[config.mk]
export PLATFORM = sky130hd
export DESIGN_NAME = vga_sync_gen
export DESIGN_NICKNAME = d
export VERILOG_FILES = /design/src/rtl/vga_sync_gen.sv
export SDC_FILE = /design/constraint.sdc
export NUM_CORES = 1
export LEC_CHECK = 0
export CORE_MARGIN = 5
export CORE_UTILIZATION = 50
export CTS_CLUSTER_DIAMETER = 40
export CTS_CLUSTER_SIZE = 25
export DETAILED_ROUTE_END_ITERATION = 10
export PLACE_DENSITY = 0.76
export SETUP_SLACK_MARGIN = 0.5
export SLEW_MARGIN = 20
export SYNTH_ARGS = -nofsm -noshare
export SYNTH_HDL_FRONTEND = slang
export SYNTH_SLANG_ARGS = --single-unit
export TNS_END_PERCENT = 50
[constraint.sdc]
create_clock -name clk -period 2.4 [get_ports clk]
set_input_delay 0.48 -clock clk [delete_from_list [all_inputs] [get_ports clk]]
set_output_delay 0.48 -clock clk [all_outputs]
set_load 0.05 [all_outputs]
[src/rtl/vga_sync_gen.sv]
// Raster timing generator: per-axis segment FSMs walk pixel/line counters and a
// registered decode stage produces sync, display-enable, coordinates, strobes and a frame count.
module vga_sync_gen #(
  parameter int H_ACTIVE = 640,
  parameter int H_FP     = 16,
  parameter int H_SYNC   = 96,
  parameter int H_BP     = 48,
  parameter int V_ACTIVE = 480,
  parameter int V_FP     = 10,
  parameter int V_SYNC   = 2,
  parameter int V_BP     = 33,
  parameter int SYNC_POL = 0,
  parameter int CW       = 10,
  parameter int FRAME_W  = 6
) (
  input  logic               clk,
  input  logic               rst,
  input  logic               en,
  output logic               hsync,
  output logic               vsync,
  output logic               de,
  output logic [CW-1:0]      x,
  output logic [CW-1:0]      y,
  output logic               line_start,
  output logic               frame_start,
  output logic [FRAME_W-1:0] frame_cnt
);

  localparam int H_TOTAL = H_ACTIVE + H_FP + H_SYNC + H_BP;
  localparam int V_TOTAL = V_ACTIVE + V_FP + V_SYNC + V_BP;

  // Last counter value of each segment; a zero-length porch collapses onto its predecessor.
  localparam logic [CW-1:0] H_ACT_END  = CW'(H_ACTIVE - 1);
  localparam logic [CW-1:0] H_FP_END   = CW'(H_ACTIVE + H_FP - 1);
  localparam logic [CW-1:0] H_SYNC_END = CW'(H_ACTIVE + H_FP + H_SYNC - 1);
  localparam logic [CW-1:0] H_LAST     = CW'(H_TOTAL - 1);
  localparam logic [CW-1:0] V_ACT_END  = CW'(V_ACTIVE - 1);
  localparam logic [CW-1:0] V_FP_END   = CW'(V_ACTIVE + V_FP - 1);
  localparam logic [CW-1:0] V_SYNC_END = CW'(V_ACTIVE + V_FP + V_SYNC - 1);
  localparam logic [CW-1:0] V_LAST     = CW'(V_TOTAL - 1);

  localparam logic SYNC_ON  = (SYNC_POL != 0);
  localparam logic H_FP_NIL = (H_FP == 0);
  localparam logic H_BP_NIL = (H_BP == 0);
  localparam logic V_FP_NIL = (V_FP == 0);
  localparam logic V_BP_NIL = (V_BP == 0);

  if (H_SYNC < 1 || V_SYNC < 1) begin : g_bad_sync
    $error("vga_sync_gen: sync width must be at least 1");
  end
  if (H_TOTAL > (1 << CW) || V_TOTAL > (1 << CW)) begin : g_bad_width
    $error("vga_sync_gen: line or frame total does not fit in CW bits");
  end

  typedef enum logic [1:0] {
    S_ACTIVE = 2'd0,
    S_FP     = 2'd1,
    S_SYNC   = 2'd2,
    S_BP     = 2'd3
  } seg_t;

  function automatic seg_t seg_next(
    input seg_t          s,
    input logic [CW-1:0] c,
    input logic [CW-1:0] act_end,
    input logic [CW-1:0] fp_end,
    input logic [CW-1:0] sync_end,
    input logic [CW-1:0] last_c,
    input logic          fp_nil,
    input logic          bp_nil
  );
    seg_t n;
    n = s;
    case (s)
      S_ACTIVE: if (c == act_end)  n = fp_nil ? S_SYNC : S_FP;
      S_FP:     if (c == fp_end)   n = S_SYNC;
      S_SYNC:   if (c == sync_end) n = bp_nil ? S_ACTIVE : S_BP;
      S_BP:     if (c == last_c)   n = S_ACTIVE;
      default:                     n = S_ACTIVE;
    endcase
    return n;
  endfunction

  // Stage p0: raster position and segment state
  logic [CW-1:0] h_p0, v_p0;
  logic [CW-1:0] h_nxt, v_nxt;
  seg_t          hst_p0, vst_p0;
  seg_t          hst_nxt, vst_nxt;
  logic          h_wrap;

  always_ff @(posedge clk or posedge rst) begin
    if (rst) begin
      h_p0   <= '0;
      v_p0   <= '0;
      hst_p0 <= S_ACTIVE;
      vst_p0 <= S_ACTIVE;
    end else if (en) begin
      h_p0   <= h_nxt;
      v_p0   <= v_nxt;
      hst_p0 <= hst_nxt;
      vst_p0 <= vst_nxt;
    end
  end

  always_comb begin
    h_wrap  = (h_p0 == H_LAST);
    h_nxt   = h_wrap ? '0 : h_p0 + 1'b1;
    v_nxt   = v_p0;
    vst_nxt = vst_p0;
    hst_nxt = seg_next(hst_p0, h_p0, H_ACT_END, H_FP_END, H_SYNC_END, H_LAST,
                       H_FP_NIL, H_BP_NIL);
    if (h_wrap) begin
      v_nxt   = (v_p0 == V_LAST) ? '0 : v_p0 + 1'b1;
      vst_nxt = seg_next(vst_p0, v_p0, V_ACT_END, V_FP_END, V_SYNC_END, V_LAST,
                         V_FP_NIL, V_BP_NIL);
    end
  end

  // Stage p1: registered decode of the position held before the edge
  logic               hsync_p1, vsync_p1, de_p1;
  logic [CW-1:0]      x_p1, y_p1;
  logic               line_start_p1, frame_start_p1;
  logic [FRAME_W-1:0] frame_cnt_p1;
  logic               frame_seen_p1;
  logic               at_origin;

  assign at_origin = (h_p0 == '0) && (v_p0 == '0);

  always_ff @(posedge clk or posedge rst) begin
    if (rst) begin
      hsync_p1       <= ~SYNC_ON;
      vsync_p1       <= ~SYNC_ON;
      de_p1          <= 1'b0;
      x_p1           <= '0;
      y_p1           <= '0;
      line_start_p1  <= 1'b0;
      frame_start_p1 <= 1'b0;
      frame_cnt_p1   <= '0;
      frame_seen_p1  <= 1'b0;
    end else if (en) begin
      hsync_p1       <= (hst_p0 == S_SYNC) ? SYNC_ON : ~SYNC_ON;
      vsync_p1       <= (vst_p0 == S_SYNC) ? SYNC_ON : ~SYNC_ON;
      de_p1          <= (hst_p0 == S_ACTIVE) && (vst_p0 == S_ACTIVE);
      x_p1           <= h_p0;
      y_p1           <= v_p0;
      line_start_p1  <= (h_p0 == '0);
      frame_start_p1 <= at_origin;
      // The frame that starts right after reset is frame 0; later starts count up.
      if (at_origin) begin
        if (frame_seen_p1) frame_cnt_p1 <= frame_cnt_p1 + 1'b1;
        frame_seen_p1 <= 1'b1;
      end
    end else begin
      line_start_p1  <= 1'b0;
      frame_start_p1 <= 1'b0;
    end
  end

  assign hsync       = hsync_p1;
  assign vsync       = vsync_p1;
  assign de          = de_p1;
  assign x           = x_p1;
  assign y           = y_p1;
  assign line_start  = line_start_p1;
  assign frame_start = frame_start_p1;
  assign frame_cnt   = frame_cnt_p1;

endmodule

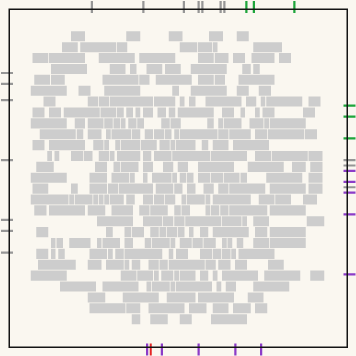
(images/pinout.png)
(4 px per µm) Pins as bars across the die edge, other pins in gray.
x -> purple  # pins 10, direction output, edge 5 east, 5 south
en -> red  # pins 1, direction input, edge south
frame_cnt -> green  # pins 6, direction output, edge 3 north, 3 east
all pins by edge = 11 east, 10 north, 7 west, 6 south
IO buf count: 33
Die Ht: 84.1 µm
die outline width: 84.1 µm

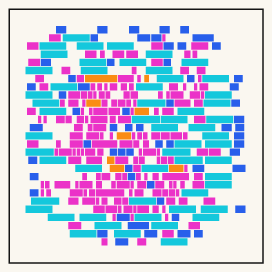
(images/class_map.png)
(3 px per µm)
remaining buffers and delay cells -> blue  # cells 60, share of their area 16%
clock drivers and dummy loads -> orange  # cells 8, share of their area 3.2%
remaining logic cells -> magenta  # cells 179, share of their area 40%
sequential cells -> cyan  # cells 56, share of their area 41%
Seq/total area: 0.395
Cell Rows: 27
cell area after layout: 3570 µm²
core area: 5410 µm²
Core Util, Final: 0.660

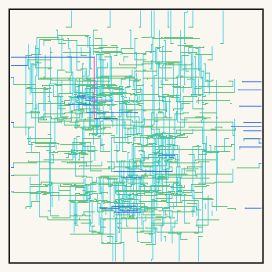
(images/layers.png)
(3 px per µm)
M3 -> blue  # wire length 209 µm
M1 -> green  # wire length 2,570 µm
M2 -> cyan  # wire length 2,860 µm
M4 -> magenta  # wire length 20.4 µm
DRT Wirelength: 5660 µm
Total GRT Usage: 0.161

==> ci_impl_report.md <==
### Metrics collected by this job

| Metric | Value |
|---|---|
| Crit path from | `v_p0[4]` |
| Hold EP | `frame_cnt[5]` |
| Final-stage net count | `roughly 320` |
| Hold Slack | `~470 ps` |
| Wire length per cell | `15.1 µm` |
| Worst-Margin Slew | `just over 500 ps` |
| Initial antenna violation count | `0` |
| Dominant flop cell | `dfrtp_1` |
| CP max FO | `6` |
| Clock root buffer | `clkbuf_8` |
| Yosys top cell by area | `dfrtp_1` |
| Post-Synthesis Cell Area | `about 2700 µm²` |
| YS warnings | `0` |
| Log Warnings | `38` |
| Post-synth EDFFs | `0` |
| Congestion Overflow GR | `0` |
| CP Depth | `4` |
| HP Start | `frame_cnt[5]` |
| CTS clk-pin slew, worst paths | `approximately 90 ps` |
| Resize count post-CTS | `22` |
| Worst rel slew slack | `0.663` |
| FP Util | `0.508` |
| DR pass1 iterations | `4` |
| Worst setup EP type | `flip-flop` |
| Die Size | `approximately 7100 µm²` |
| R2R Path End | `frame_cnt[1]` |
| Fraction of layout cells with a size suffix above 1 | `0.284` |
| Leakage power | `0.00179 µW` |
| Crit path max-delay family | `simple AND/OR/NAND/NOR gates` |
| Met3 routed WL | `about 210 µm` |
| DRT met1 WL | `2570 µm` |
| Crit Path Class | `flip-flop to flip-flop` |
| Place WS | `around 64 ps` |
| Skew final | `around 7 ps` |
| Area growth syn-to-layout | `30.0%` |
| Largest net degree at the start of global routing | `36` |
| Most frequent cells in the layout | `50 x dfrtp_1, 23 x buf_4, 20 x mux2_2` |
| TritonCTS Sinks | `between 50 and 60` |
| Syn avg cell area | `~11 µm²` |
| Placed cells | `between 300 and 400` |
| Heaviest power group | `sequential cells` |
| Worst Path Buf+Inv | `0` |
| Vias in the first global route | `between 2,000 and 2,500` |
| Post-Synthesis Net Count | `between 200 and 300` |
| Global-route wire length before repair | `between 9000 and 10,000 µm` |
| Fmax | `464 MHz` |
| RSZ-0062 raised after global routing | `true` |
| Seq group | `~1200 µW` |
| Clk network pwr share | `0.256` |
| Tmin final | `between 2000 and 2500 ps` |
| Peak supply drop | `between 0.4 and 0.5 mV` |
| Finished Layout Cells | `375` |
| Outcome | `finished, final reports clean` |
| Unique cell types | `~41` |
| Final-report max-slew violation count | `0` |
| Post-route ant nets | `0` |
| Comb pwr | `roughly 600 µW` |
| Post-synthesis async set-or-reset flop share | `1.00` |
| CTS tree | `yes` |
| Hold path depth | `1` |
| Post-CTS Hold Buffers | `0` |
| CP cell instances | `or4_4, or3_4, or3_4, mux2_4` |
| Reg-to-reg slack, setup | `between 200 and 250 ps` |
| Hold Path Class | `flip-flop to flip-flop` |
| Cells after Synth | `roughly 250` |
| Ant. Diodes | `0` |
| R2R depth | `4` |
| Max-cap violations | `0` |
| Clock Path Buffers | `2` |
| CTS buffer count | `5` |
| Max-area cell share | `0.492` |
| Setup repair bufs after CTS | `7` |
| Top cells, area | `dfrtp_1 49%, mux2_2 9.0%, ha_1 6.4%` |
| CP max stage cell | `or4_4` |
| Sw Ratio | `0.326` |
| Max incr delay on CP | `roughly 550 ps` |
| DP Wirelength | `around 3800 µm` |
| Ports | `34` |
| Register share of total power | `0.484` |
| Sw power | `slightly below 800 µW` |
| Power Density | `roughly 660 nW/µm²` |
| Crit path to | `frame_cnt[1]` |
| Vias | `about 2,000` |
| Critical path arrival | `between 2000 and 2500 ps` |
| Hold Violations, Final | `0` |
| Setup_tns | `0 ps` |
| Startpoint class of the critical path | `flip-flop` |
| Combinational power share | `0.260` |
| Placed cell area | `roughly 3200 µm²` |
| Htree depth | `2` |
| Latency at later pin | `around 300 ps` |
| Yosys chip area | `approximately 2700 µm²` |
| Req. time, crit path | `2590 ps` |
| Most numerous logic cell after layout | `dfrtp_1` |
| Clock-net power | `between 600 and 700 µW` |
| Gpl congestion | `0.830` |
| Final setup violation count | `0` |
| Top Layer Used | `met4` |
| Most common cell on crit path | `or3_4` |
| Reg2reg start | `v_p0[4]` |
| Cell Int Power | `between 1500 and 2000 µW` |
| #FFs+latches synth | `around 56` |
| Setup ws final | `around 240 ps` |
| Total power | `between 2000 and 2500 µW` |
| DR vias/cell | `between 5 and 6` |
| Synth Seq Share | `0.511` |
| WL met2 | `between 2000 and 3000 µm` |
| Cell count listed in synth_stat.txt | `approximately 250` |
| Fin crit share | `0.898` |
| DRC viols | `0` |
| Initial DRC count | `about 110` |
## cell families after synthesis
| logic type | synth area share |
|---|---|
| DFF | 0.511 |
| and+or+nand+nor | 0.161 |
| buffers and inverters | 0.0479 |
| xor gates and xnor gates | 0.0511 |
| muxes | 0.103 |
| adders and majority gates | 0.0638 |
| AOI/OAI and AO/OA | 0.0620 |
## final cells by class
class                           count  area [µm²]
Fill cell                         429        1840
Sequential cell                    56        1410
Clock buffer                        5        68.8
Tap cell                           72        90.1
Timing Repair Buffer               60         568
Multi-Input combinational cell    160        1320
Inverter                           19        71.3
Clock inverter                      3        42.5
## Yosys cell counts, types with 2 or more instances
| cell type | count |
|---|---|
| dfstp_2 | 2 |
| inv_1 | 19 |
| and3_1 | 5 |
| nor2b_1 | 2 |
| nor2_1 | 12 |
| nor3_1 | 5 |
| dfrtp_1 | 54 |
| clkbuf_1 | 9 |
| xnor2_1 | 8 |
| nand3_1 | 9 |
| o31ai_1 | 6 |
| or3_1 | 3 |
| nand2b_1 | 4 |
| nor4_1 | 4 |
| mux2i_1 | 2 |
| buf_6 | 2 |
| nand4_1 | 5 |
| o21ai_0 | 10 |
| nand3b_1 | 2 |
| nand2_1 | 17 |
| nand4b_1 | 2 |
| a21oi_1 | 4 |
| ha_1 | 14 |
| mux2_2 | 22 |
| o22ai_1 | 2 |
| xor2_1 | 8 |
## registers in the layout, summed over array words and instances, names as in the netlist
register,cells
frame_start,1
v_p0,10
vsync,1
x,10
y,10
frame_cnt,6
h_p0,10
frame_seen_p1,1
hst_p0,2
hsync,1
vst_p0,2
de,1
line_start,1
## layer usage
layer / global-route usage / up-vias
li1: - / 959
met1: 0.218 / 1007
met2: 0.270 / 49
met3: 0.0336 / 2
met4: 0.0263 / 0
met5: 0 / -
Power figures rest on the tool's default switching activity, not on a simulated workload.
